File: config.mk
export PLATFORM = sky130hd
export DESIGN_NAME = decode_stage
export DESIGN_NICKNAME = d
export VERILOG_FILES = /design/src/rtl/decode_pkg.sv /design/src/rtl/regfile_2r1w.sv /design/src/rtl/decode_stage.sv
export SDC_FILE = /design/constraint.sdc
export NUM_CORES = 2
export LEC_CHECK = 0
export CORE_ASPECT_RATIO = 0.8
export CORE_MARGIN = 5
export CORE_UTILIZATION = 51
export DETAILED_ROUTE_END_ITERATION = 8
export GPL_TIMING_DRIVEN = 0
export PLACE_DENSITY = 0.7
export SLEW_MARGIN = 20
export SYNTH_ARGS = -nofsm -noshare
export SYNTH_HDL_FRONTEND = slang
export SYNTH_SLANG_ARGS = --single-unit
File: constraint.sdc
create_clock -name clk -period 2.37 [get_ports clk]
set_input_delay 0.474 -clock clk [delete_from_list [all_inputs] [get_ports clk]]
set_output_delay 0.474 -clock clk [all_outputs]
set_load 0.05 [all_outputs]
File: src/rtl/decode_pkg.sv
// Shared RV32I decode definitions: opcodes, funct7 codes and the operand class enum.
// Imported by the decode stage and the ALU.
package decode_pkg;

  localparam logic [6:0] OPC_OP     = 7'b0110011;
  localparam logic [6:0] OPC_OP_IMM = 7'b0010011;
  localparam logic [6:0] OPC_LOAD   = 7'b0000011;
  localparam logic [6:0] OPC_STORE  = 7'b0100011;
  localparam logic [6:0] OPC_BRANCH = 7'b1100011;
  localparam logic [6:0] OPC_LUI    = 7'b0110111;
  localparam logic [6:0] OPC_AUIPC  = 7'b0010111;
  localparam logic [6:0] OPC_JAL    = 7'b1101111;
  localparam logic [6:0] OPC_JALR   = 7'b1100111;
  localparam logic [6:0] OPC_SYSTEM = 7'b1110011;

  localparam logic [6:0] F7_BASE   = 7'b0000000;
  localparam logic [6:0] F7_ALT    = 7'b0100000;
  localparam logic [6:0] F7_MULDIV = 7'b0000001;

  typedef enum logic [2:0] {
    OpClassR      = 3'd0,
    OpClassImm    = 3'd1,
    OpClassLoad   = 3'd2,
    OpClassStore  = 3'd3,
    OpClassBranch = 3'd4,
    OpClassUpper  = 3'd5,
    OpClassJump   = 3'd6,
    OpClassSystem = 3'd7
  } op_class_e;

endpackage

File: src/rtl/regfile_2r1w.sv
// Two-read one-write register file with x0 hardwired to zero and write-to-read bypass.
module regfile_2r1w #(
  parameter int unsigned XLEN = 32,
  parameter int unsigned NREG = 32
) (
  input  logic            clk,
  input  logic            rst_n,
  input  logic            wb_en,
  input  logic [4:0]      wb_rd,
  input  logic [XLEN-1:0] wb_data,
  input  logic [4:0]      raddr1,
  input  logic [4:0]      raddr2,
  output logic [XLEN-1:0] rdata1,
  output logic [XLEN-1:0] rdata2
);

  logic [XLEN-1:0] regs_q [NREG];

  always_ff @(posedge clk or negedge rst_n) begin
    if (!rst_n) begin
      for (int i = 0; i < NREG; i++) regs_q[i] <= '0;
    end else if (wb_en && wb_rd != '0) begin
      regs_q[wb_rd] <= wb_data;
    end
  end

  // A same-cycle writeback wins over the stale array contents.
  always_comb begin
    rdata1 = regs_q[raddr1];
    if (raddr1 == '0)                     rdata1 = '0;
    else if (wb_en && wb_rd == raddr1)    rdata1 = wb_data;
  end

  always_comb begin
    rdata2 = regs_q[raddr2];
    if (raddr2 == '0)                     rdata2 = '0;
    else if (wb_en && wb_rd == raddr2)    rdata2 = wb_data;
  end

endmodule

File: src/rtl/decode_stage.sv
// RV32I decode stage: splits instructions, reads operands and registers one bundle for the ALU.
// Define DECODE_M_EXT_EN to accept the MUL/DIV funct7 group as legal R-type.
module decode_stage import decode_pkg::*; #(
  parameter int unsigned XLEN = 32,
  parameter int unsigned NREG = 32
) (
  input  logic            clk,
  input  logic            rst_n,
  input  logic            in_valid,
  output logic            in_ready,
  input  logic [31:0]     in_instr,
  input  logic            flush,
  input  logic            wb_en,
  input  logic [4:0]      wb_rd,
  input  logic [XLEN-1:0] wb_data,
  output logic            out_valid,
  input  logic            out_ready,
  output logic [4:0]      rd,
  output logic [2:0]      funct3,
  output logic [6:0]      funct7,
  output logic [XLEN-1:0] rs1,
  output logic [XLEN-1:0] rs2,
  output logic [XLEN-1:0] imm,
  output logic [2:0]      op_class,
  output logic            illegal
);

  logic [6:0]      opcode, f7;
  logic [2:0]      f3;
  logic [XLEN-1:0] imm_i, imm_s, imm_b, imm_u, imm_j;
  logic [XLEN-1:0] rdata1, rdata2;
  logic            accept;

  op_class_e       cls_d, op_class_q;
  logic            ill_d, illegal_q, valid_d, out_valid_q;
  logic [XLEN-1:0] imm_d, imm_q, rs1_d, rs1_q, rs2_d, rs2_q;
  logic [4:0]      rd_d, rd_q, rs1_idx_q, rs2_idx_q;
  logic [2:0]      funct3_q;
  logic [6:0]      funct7_q;

  assign opcode = in_instr[6:0];
  assign f3     = in_instr[14:12];
  assign f7     = in_instr[31:25];

  assign imm_i = XLEN'($signed(in_instr[31:20]));
  assign imm_s = XLEN'($signed({in_instr[31:25], in_instr[11:7]}));
  assign imm_b = XLEN'($signed({in_instr[31], in_instr[7], in_instr[30:25], in_instr[11:8], 1'b0}));
  assign imm_u = XLEN'($signed({in_instr[31:12], 12'b0}));
  assign imm_j = XLEN'($signed({in_instr[31], in_instr[19:12], in_instr[20], in_instr[30:21],
                                1'b0}));

  assign in_ready = !flush && (!out_valid_q || out_ready);
  assign accept   = in_valid && in_ready;

  regfile_2r1w #(
    .XLEN (XLEN),
    .NREG (NREG)
  ) u_regfile (
    .clk     (clk),
    .rst_n   (rst_n),
    .wb_en   (wb_en),
    .wb_rd   (wb_rd),
    .wb_data (wb_data),
    .raddr1  (in_instr[19:15]),
    .raddr2  (in_instr[24:20]),
    .rdata1  (rdata1),
    .rdata2  (rdata2)
  );

  always_comb begin
    cls_d = OpClassR;
    imm_d = '0;
    ill_d = 1'b0;
    case (opcode)
      OPC_OP: begin
        if (f7 == F7_BASE)     ill_d = 1'b0;
        else if (f7 == F7_ALT) ill_d = !(f3 == 3'b000 || f3 == 3'b101);
`ifdef DECODE_M_EXT_EN
        else if (f7 == F7_MULDIV) ill_d = 1'b0;
`endif
        else                   ill_d = 1'b1;
      end
      OPC_OP_IMM: begin
        cls_d = OpClassImm;
        imm_d = imm_i;
        if (f3 == 3'b001)      ill_d = (f7 != F7_BASE);
        else if (f3 == 3'b101) ill_d = !(f7 == F7_BASE || f7 == F7_ALT);
      end
      OPC_LOAD:   begin cls_d = OpClassLoad;   imm_d = imm_i; end
      OPC_STORE:  begin cls_d = OpClassStore;  imm_d = imm_s; end
      OPC_BRANCH: begin cls_d = OpClassBranch; imm_d = imm_b; end
      OPC_LUI, OPC_AUIPC: begin cls_d = OpClassUpper; imm_d = imm_u; end
      OPC_JAL:    begin cls_d = OpClassJump;   imm_d = imm_j; end
      OPC_JALR:   begin cls_d = OpClassJump;   imm_d = imm_i; end
      OPC_SYSTEM: begin cls_d = OpClassSystem; imm_d = imm_i; end
      default:    ill_d = 1'b1;
    endcase
    if (in_instr[1:0] != 2'b11) ill_d = 1'b1;
    rd_d = (ill_d || cls_d == OpClassStore || cls_d == OpClassBranch) ? 5'd0 : in_instr[11:7];
  end

  // Held operands track writebacks so a stalled bundle never carries a stale value.
  always_comb begin
    valid_d = out_valid_q;
    rs1_d   = rs1_q;
    rs2_d   = rs2_q;
    if (flush) begin
      valid_d = 1'b0;
    end else if (accept) begin
      valid_d = 1'b1;
      rs1_d   = rdata1;
      rs2_d   = rdata2;
    end else begin
      if (out_ready) valid_d = 1'b0;
      if (wb_en && wb_rd != '0 && wb_rd == rs1_idx_q) rs1_d = wb_data;
      if (wb_en && wb_rd != '0 && wb_rd == rs2_idx_q) rs2_d = wb_data;
    end
  end

  always_ff @(posedge clk or negedge rst_n) begin
    if (!rst_n) begin
      out_valid_q <= 1'b0;
      rd_q        <= '0;
      funct3_q    <= '0;
      funct7_q    <= '0;
      rs1_q       <= '0;
      rs2_q       <= '0;
      imm_q       <= '0;
      op_class_q  <= OpClassR;
      illegal_q   <= 1'b0;
      rs1_idx_q   <= '0;
      rs2_idx_q   <= '0;
    end else begin
      out_valid_q <= valid_d;
      rs1_q       <= rs1_d;
      rs2_q       <= rs2_d;
      if (!flush && accept) begin
        rd_q       <= rd_d;
        funct3_q   <= f3;
        funct7_q   <= f7;
        imm_q      <= imm_d;
        op_class_q <= cls_d;
        illegal_q  <= ill_d;
        rs1_idx_q  <= in_instr[19:15];
        rs2_idx_q  <= in_instr[24:20];
      end
    end
  end

  assign out_valid = out_valid_q;
  assign rd        = rd_q;
  assign funct3    = funct3_q;
  assign funct7    = funct7_q;
  assign rs1       = rs1_q;
  assign rs2       = rs2_q;
  assign imm       = imm_q;
  assign op_class  = op_class_q;
  assign illegal   = illegal_q;

endmodule

==> out/results.tsv <==
metric	value	unit
status	finished, violations left	
failing checks	hold timing, setup timing	
Mapped Cells	4910	
# IOs	192	
most used cell along the critical path	buf_4	
setup violators final	357	
grt total ovfl	0	
Final Hold Viols	97	
Worst Tran Pin Value	1.28	ns
FF/Latch Area	28800	um2
Buffers, non-clock	737	
mean post-synth cell area	12.5	um2
placed inst area	65600	um2
met3 Usage GRT	0.246	
slowest stage delay, CP	0.60	ns
CTS tree	built	
Core ar.	119000	um2
Data arrival, critical path	3.15	ns
CTS buffer count	120	
Max Slew Vio Count	0	
simple-gate share of the synthesized area	0.0412	
register area share after synthesis	0.469	
final worst setup slack	-0.145	ns
tool warnings	50	
GP Congestion	1.05	
first-pass GRT wire length	392000	um
Async S/R FF share, synth	1.00	
DR vias	50500	
Sink Count	1150	
GRT busiest layer	met2	
ys flops	1150	
final setup TNS	-18.84	ns
ANT cells	9	
layout clock buffer count	172	
clk_skew	0.0430	ns
share of the synthesized area in the top cell type	0.469	
Clock transition at path regs	0.06	ns
fin area	70700	um2
Hold WS	-0.380	ns
Reg-to-Reg Start	out_valid	
#MultiIn Comb	3235	
H-Tree Depth	3	
Max Clock Freq	0.398	GHz
flop count	1150	
Initial DRC Count	8177	
worst-path fanout max	10	
chip area	127000	um2
## timing repair
| action | 4_1_cts | 5_1_grt |
|---|---|---|
| pin swaps | 6 | 8 |
| endpoints found under the hold margin | 97 | 97 |
| resized | 371 | 104 |
| setup buffers | 12 | 13 |
| setup endpoints to repair | 819 | 473 |
## worst register-to-register path, cell delays in order, from the launching register on
cell and delay, ns:
dfrtp_1 0.37, nor2b_2 0.19, nor3b_4 0.41, a41oi_4 0.07, buf_12 0.20, nor2b_2 0.36
buf_4 0.40, a32oi_1 0.21
## cell usage after synthesis (46+ instances only)
library cell,instances
buf_2,105
nand3_1,95
o21ai_0,98
mux2_2,967
buf_1,72
a32oi_1,56
o22ai_1,56
a221oi_1,46
a22oi_1,160
mux2i_1,752
nand2_1,283
dfrtp_1,1150
buf_4,50
clkbuf_1,259
a21oi_1,164
mux4_2,136
nor2_1,89
a22o_1,82
## routing by layer
| layer | wire, um | up-vias |
|---|---|---|
| met2 | 111000 | 4531 |
| met4 | 24100 | 28 |
| met1 | 107000 | 25800 |
| li1 | - | 19000 |
| met3 | 48600 | 1209 |
| met5 | 498 | - |
## cells in the final DEF, fill, tap and decap left out, types with 8 or more instances in the layout
| cell | n |
|---|---|
| clkdlybuf4s15_2 | 23 |
| xnor2_1 | 11 |
| mux2_1 | 29 |
| o21ai_0 | 92 |
| xor2_1 | 11 |
| diode_2 | 9 |
| clkbuf_4 | 54 |
| mux2i_1 | 752 |
| o221ai_1 | 32 |
| nand3_1 | 95 |
| clkbuf_2 | 68 |
| a211oi_1 | 29 |
| nor2_1 | 73 |
| dlygate4sd2_1 | 112 |
| o21ai_1 | 9 |
| clkinv_2 | 29 |
| a221oi_1 | 44 |
| o22ai_1 | 56 |
| a221oi_2 | 8 |
| clkbuf_16 | 122 |
| buf_6 | 41 |
| buf_2 | 85 |
| bufinv_16 | 13 |
| a32oi_1 | 56 |
| a22oi_1 | 158 |
| mux2_2 | 967 |
| clkdlybuf4s50_1 | 59 |
| nand2_1 | 282 |
| a22o_1 | 82 |
| clkbuf_8 | 36 |
| mux4_2 | 136 |
| a21oi_1 | 162 |
| buf_4 | 106 |
| nor2_4 | 14 |
| or3_1 | 23 |
| nor2b_1 | 14 |
| buf_16 | 12 |
| dfrtp_1 | 1149 |
| clkbuf_1 | 169 |
## power breakdown
part | total [mW] | switching, mW | leakage [nW] | internal (mW)
Sequential | 26.1 | 2.90 | 14.8 | 23.2
Combinational | 13.7 | 7.62 | 15.8 | 6.05
Clock | 20.4 | 8.70 | 2.06 | 11.7
## worst max path at each step
stage	slack (ns)	from	to
floorplan	0.05	out_valid	rs1[22]
global placement	-52.49	rst_n	u_regfile.regs_q[914]
detailed placement	-2.19	in_instr[17]	rs1[23]
CTS	-0.23	wb_rd[1]	u_regfile.regs_q[296]
global route	-0.16	wb_rd[1]	u_regfile.regs_q[291]
finish	-0.15	in_instr[20]	rs2[25]
## sequential cells by signal, summed over array words and instances, names as in the netlist, 3 cells and up
name,cells
u_regfile.regs_q,1024
rs2,32
rd,5
op_class,3
rs1,32
rs2_idx_q,5
funct7,7
funct3,3
imm,32
rs1_idx_q,5
==> images/met4.png <==
The bar under the picture is 100 um long. Supply wires on this layer in grey.
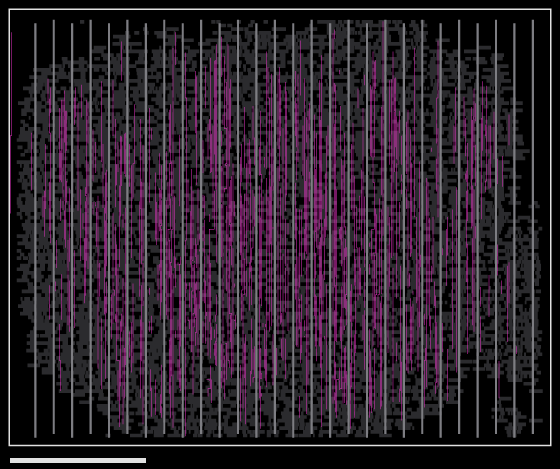
share of all routed wire	8.3%
nets with wire on the layer	269
longest straight run	273 um
main direction	vertical
wire length on this layer	24.1 mm

==> images/final_congestion.png <==
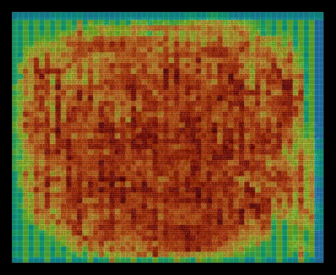
Overall Global Routing Usage: 0.445
grt met2 use: 0.578

==> images/density.png <==
The die is cut into 40 by 32 equal tiles; white is low, dark blue is high, 0 to 100% covered.
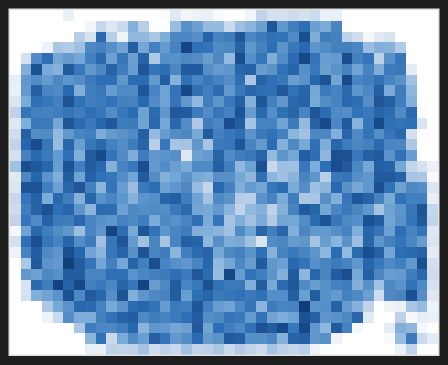
mean over tiles	54%
nearly empty tiles	10%
fullest tile	94%
tiles over 75% full	20%

==> images/met1.png <==
Supply wires on this layer in grey.
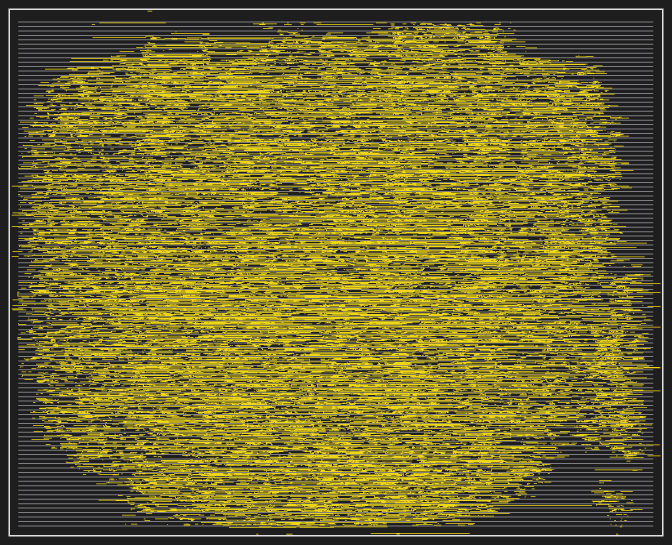
longest straight run	123 um
share of all routed wire	37%
nets with wire on the layer	5038
main direction	horizontal
wire length on this layer	107 mm

==> images/cell_classes.png <==
The bar under the picture is 100 um long. Fill, decap, tap and diode cells in grey.
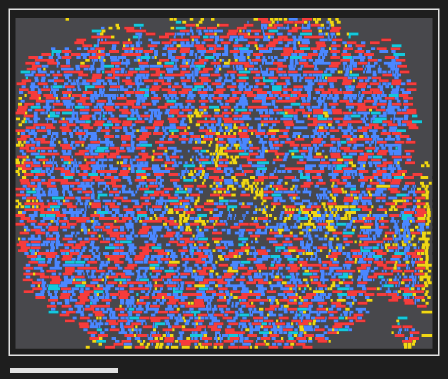
colour	class	cells
red	flip-flops	1150
cyan	clock drivers and dummy loads	220
blue	all other logic	3238
yellow	other buffers and delay cells	737

Power is estimated from default activity; no workload was simulated.
